<file path="config.mk">
export PLATFORM = sky130hd
export DESIGN_NAME = branch_resolve
export DESIGN_NICKNAME = d
export VERILOG_FILES = /design/src/rtl/cpu_bp_pkg.sv /design/src/rtl/btb_alloc_ptr.sv /design/src/rtl/branch_resolve.sv
export SDC_FILE = /design/constraint.sdc
export NUM_CORES = 1
export LEC_CHECK = 0
export CAP_MARGIN = 20
export CORE_UTILIZATION = 52
export CTS_BUF_LIST = sky130_fd_sc_hd__clkbuf_8
export CTS_CLUSTER_SIZE = 28
export DETAILED_ROUTE_END_ITERATION = 8
export HOLD_SLACK_MARGIN = 0.15
export PLACE_DENSITY = 0.95
export SYNTH_ARGS = -nofsm -noshare
export SYNTH_HDL_FRONTEND = slang
export SYNTH_SLANG_ARGS = --single-unit
</file>
<file path="constraint.sdc">
create_clock -name clk -period 6.7 [get_ports clk]
set_clock_uncertainty 0.15 [all_clocks]
set_input_delay 2.01 -clock clk [delete_from_list [all_inputs] [get_ports clk]]
set_output_delay 2.01 -clock clk [all_outputs]
set_load 0.05 [all_outputs]
</file>
<file path="src/rtl/cpu_bp_pkg.sv">
// Shared types for the branch predictor training path.
// Prediction/update bundles and resolver FSM states.
package cpu_bp_pkg;

    localparam int BTBNUM_DEF = 32;
    localparam int IDXW_DEF   = $clog2(BTBNUM_DEF);

    typedef struct packed {
        logic                en;
        logic                taken;
        logic [31:0]         target;
        logic [IDXW_DEF-1:0] index;
    } bp_pred_t;

    typedef struct packed {
        logic                error;
        logic                right;
        logic                tgt_err;
        logic [31:0]         target;
        logic [31:0]         pc;
        logic [IDXW_DEF-1:0] index;
    } bp_update_t;

    typedef enum logic {
        ST_IDLE,
        ST_REDIRECT
    } br_state_t;

endpackage

</file>
<file path="src/rtl/btb_alloc_ptr.sv">
// Round-robin victim pointer for BTB allocation.
// Advances on each miss allocation, wrapping at BTBNUM.
import cpu_bp_pkg::*;

module btb_alloc_ptr #(
    parameter int BTBNUM = BTBNUM_DEF,
    parameter int IDXW   = $clog2(BTBNUM)
) (
    input  logic            clk,
    input  logic            reset,
    input  logic            inc_i,
    output logic [IDXW-1:0] ptr_o
);

    logic [IDXW-1:0] ptr_q;
    logic [IDXW-1:0] ptr_d;

    // next victim: step forward, wrap after the last entry
    always_comb begin
        ptr_d = ptr_q;
        if (inc_i) begin
            if (ptr_q == IDXW'(BTBNUM - 1))
                ptr_d = '0;
            else
                ptr_d = ptr_q + IDXW'(1);
        end
    end

    // pointer register
    always_ff @(posedge clk) begin
        if (reset)
            ptr_q <= '0;
        else
            ptr_q <= ptr_d;
    end

    assign ptr_o = ptr_q;

endmodule

</file>
<file path="src/rtl/branch_resolve.sv">
// Execute-stage branch resolver: BTB training pulses,
// held fetch redirect, and saturating event counters.
import cpu_bp_pkg::*;

module branch_resolve #(
    parameter int BTBNUM = BTBNUM_DEF,
    parameter int IDXW   = $clog2(BTBNUM),
    parameter int CNTW   = 32
) (
    input  logic            clk,
    input  logic            reset,
    input  logic            ex_valid,
    input  logic            ex_stall,
    input  logic            ex_is_branch,
    input  logic [31:0]     ex_pc,
    input  logic            ex_actual_taken,
    input  logic [31:0]     ex_actual_target,
    input  logic            ex_pred_en,
    input  logic            ex_pred_taken,
    input  logic [31:0]     ex_pred_target,
    input  logic [IDXW-1:0] ex_btb_index,
    output logic            pre_error,
    output logic            pre_right,
    output logic            target_error,
    output logic [31:0]     right_target,
    output logic [31:0]     operate_pc,
    output logic [IDXW-1:0] operate_index,
    output logic            redirect_valid,
    output logic [31:0]     redirect_pc,
    input  logic            redirect_ready,
    output logic [CNTW-1:0] branch_cnt,
    output logic [CNTW-1:0] mispred_cnt
);

    bp_pred_t        pred;
    bp_update_t      upd_q, upd_d;
    br_state_t       state_q, state_d;
    logic [31:0]     redir_pc_q, redir_pc_d;
    logic [CNTW-1:0] br_cnt_q, br_cnt_d;
    logic [CNTW-1:0] mp_cnt_q, mp_cnt_d;
    logic [IDXW-1:0] alloc_ptr;

    logic            resolve;
    logic            pt;
    logic            tgt_diff;
    logic            br_mispred;
    logic            nb_mispred;
    logic            mispred;
    logic            hit_right;
    logic            alloc_inc;
    logic [31:0]     pc4;

    btb_alloc_ptr #(
        .BTBNUM (BTBNUM),
        .IDXW   (IDXW)
    ) u_alloc (
        .clk    (clk),
        .reset  (reset),
        .inc_i  (alloc_inc),
        .ptr_o  (alloc_ptr)
    );

    // bundle the fetch-time prediction carried down the pipe
    always_comb begin
        pred        = '0;
        pred.en     = ex_pred_en;
        pred.taken  = ex_pred_taken;
        pred.target = ex_pred_target;
        pred.index  = ex_btb_index;
    end

    // compare prediction against the resolved outcome
    always_comb begin
        resolve    = ex_valid & ~ex_stall & (state_q == ST_IDLE);
        pt         = pred.en & pred.taken;
        tgt_diff   = pred.target != ex_actual_target;
        br_mispred = ex_is_branch
                   & ((pt != ex_actual_taken)
                   | (pt & ex_actual_taken & tgt_diff));
        nb_mispred = ~ex_is_branch & pt;
        mispred    = br_mispred | nb_mispred;
        hit_right  = ex_is_branch & pred.en & ~br_mispred;
        alloc_inc  = resolve & br_mispred & ~pred.en;
        pc4        = ex_pc + 32'd4;
    end

    // BTB update: one-cycle pulses, fields hold between pulses
    always_comb begin
        upd_d         = upd_q;
        upd_d.error   = 1'b0;
        upd_d.right   = 1'b0;
        upd_d.tgt_err = 1'b0;
        if (resolve & (mispred | hit_right)) begin
            upd_d.error   = mispred;
            upd_d.right   = hit_right;
            upd_d.tgt_err = br_mispred
                          & (~pred.en
                          | (ex_actual_taken & tgt_diff));
            upd_d.target  = ex_actual_target;
            upd_d.pc      = ex_pc;
            upd_d.index   = pred.en ? pred.index : alloc_ptr;
        end
    end

    // redirect FSM: enter on a mispredict, leave on acceptance
    always_comb begin
        state_d    = state_q;
        redir_pc_d = redir_pc_q;
        unique case (state_q)
            ST_IDLE: begin
                if (resolve & mispred) begin
                    state_d    = ST_REDIRECT;
                    redir_pc_d = (ex_is_branch & ex_actual_taken)
                               ? ex_actual_target : pc4;
                end
            end
            ST_REDIRECT: begin
                if (redirect_ready)
                    state_d = ST_IDLE;
            end
            default: state_d = ST_IDLE;
        endcase
    end

    // saturating statistics counters
    always_comb begin
        br_cnt_d = br_cnt_q;
        mp_cnt_d = mp_cnt_q;
        if (resolve & ex_is_branch & ~(&br_cnt_q))
            br_cnt_d = br_cnt_q + CNTW'(1);
        if (resolve & mispred & ~(&mp_cnt_q))
            mp_cnt_d = mp_cnt_q + CNTW'(1);
    end

    // state registers; reset also aborts a pending redirect
    always_ff @(posedge clk) begin
        if (reset) begin
            upd_q      <= '0;
            state_q    <= ST_IDLE;
            redir_pc_q <= '0;
            br_cnt_q   <= '0;
            mp_cnt_q   <= '0;
        end else begin
            upd_q      <= upd_d;
            state_q    <= state_d;
            redir_pc_q <= redir_pc_d;
            br_cnt_q   <= br_cnt_d;
            mp_cnt_q   <= mp_cnt_d;
        end
    end

    assign pre_error      = upd_q.error;
    assign pre_right      = upd_q.right;
    assign target_error   = upd_q.tgt_err;
    assign right_target   = upd_q.target;
    assign operate_pc     = upd_q.pc;
    assign operate_index  = upd_q.index;
    assign redirect_valid = (state_q == ST_REDIRECT);
    assign redirect_pc    = redir_pc_q;
    assign branch_cnt     = br_cnt_q;
    assign mispred_cnt    = mp_cnt_q;

endmodule
</file>
### Routing congestion

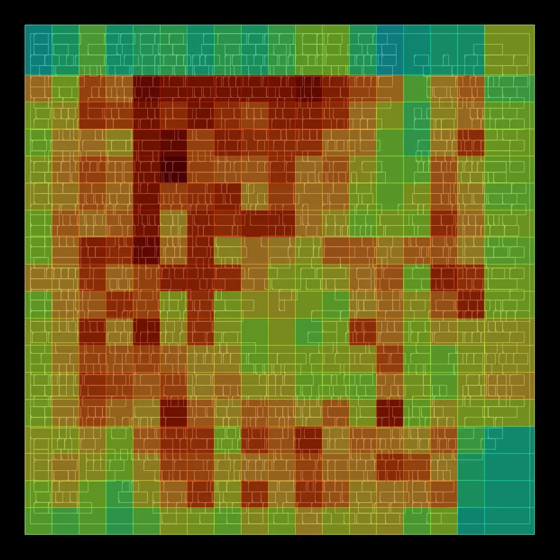
global-route layer with the greatest usage: met2
Final Util: 73.1%
overall global routing resource usage: 32.9%
mean routed wirelength per cell: 19.2 um
fraction of met3 tracks used by global routing: 8.94%

### Logic cells by family

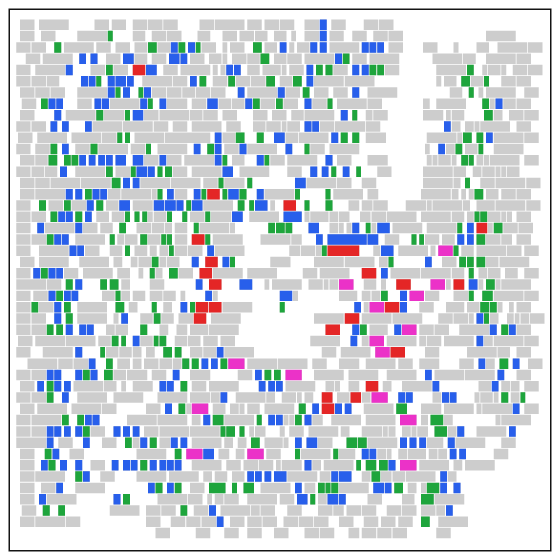
colour	family	cells	most used
green	NAND gates	217	nand3_1
magenta	multiplexers	16	mux2i_1
red	AND-OR and OR-AND gates	23	a22o_1
blue	inverting AOI/OAI gates	260	a21oi_1

### The metal 4 layer

Scale bar: 50 um.
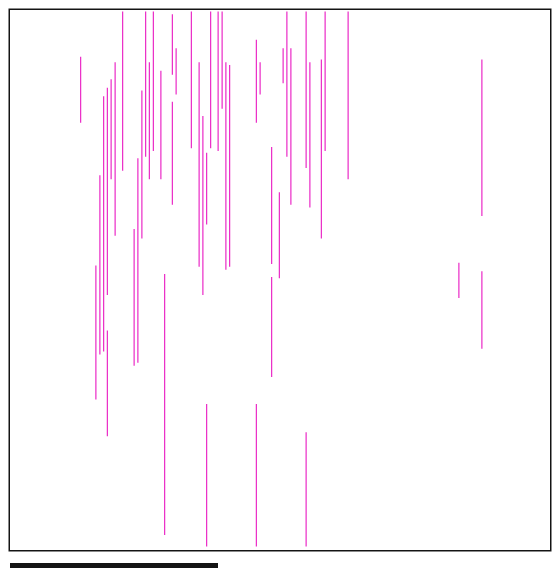
share of all routed wire	5.3%
longest straight run	62.6 um
main direction	vertical

### Cell sizes after repair

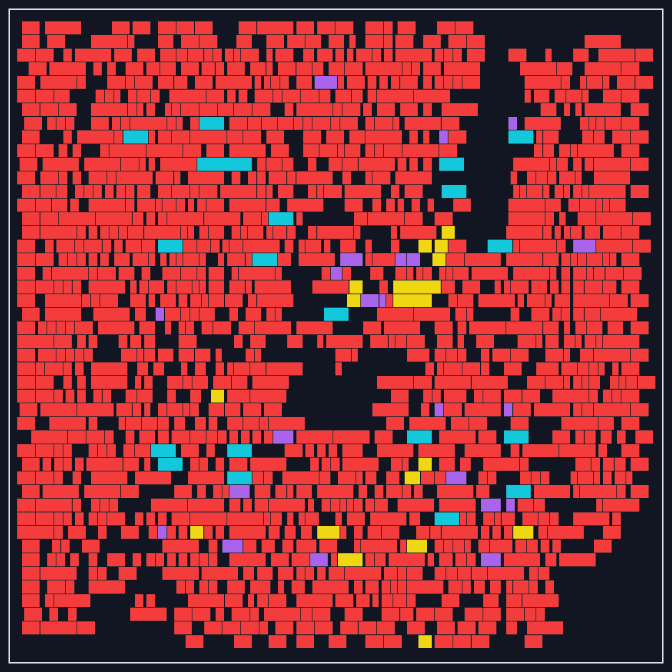
colour	size	cells
purple	_2 cells	22
yellow	_3 and _4 cells	17
cyan	_6 and larger	19
red	_0 and _1 cells	1221

==> results.txt <==
Notes on the flow outputs.

- Total power normalized to cell area comes to 187 nW/um2.
- The final design instance area without fill is 11700 um2.
- The headroom to the max-slew limit is 26.8%.
- The sequential cell power is 0.00108 W.
- The number of hold buffers added after CTS was 0.
- The leading cell type by number of instances after synthesis reads dfxtp_1.
- The most frequently placed logic cell in the final layout reads clkdlybuf4s50_1.
- Summed over all nets, wire length on met2 after detailed routing comes to 13.5 mm.
- The worst setup margin reads 1720 ps.
- The leakage power figure is 3.83 nW.
- After technology mapping, the gate count stands at 1037.
- The inserted tap cell count reads 216.
- The post-synthesis area per instance is 8.22 um2.
- Setup repair after global routing left no endpoint under its margin.
- The largest total area in the synthesized netlist belongs to dfxtp_1.
- Per the hold report, the tightest min-delay path originates at redirect_pc[15].
- The horizontal die dimension reads 130 um.
- The largest power group is registers.
- The adder and majority cell fraction of the synthesized area is 0.881%.
- The data required time reported for the critical path is 6880 ps.
- The core box area is 15900 um2.
- The flow reports that sequential cells draw 49.8% of the design power.
- The synthesis warning total reads 0.
- The share of layout cells above drive strength 1 reads 4.53%.
- The run finished with clean final reports.
- The part of the total power dissipated in combinational logic reads 19.4%.
- The met3 layer wire length in the routed design is 2.84 mm.
- Before placement the cells fill 53.5% of the core.
- The kind of start point of the critical path is an input pin.
- The total grt overflow reads 0.
- The post-synthesis share of cell area spent on and, or, nand and nor gates reads 24.3%.
- The count of buffer and inverter cells on the critical path reads 2.
- The critical path depth is 8.
- The post-detailed-route via-to-cell ratio reads 6.05.
- The uppermost metal layer occupied by signal nets reads met4.
- The proportion of total power due to net switching reads 30.2%.
- On the critical path, the stage with the largest delay is an instance of o311a_4.
Power and IR drop assume default switching activity.
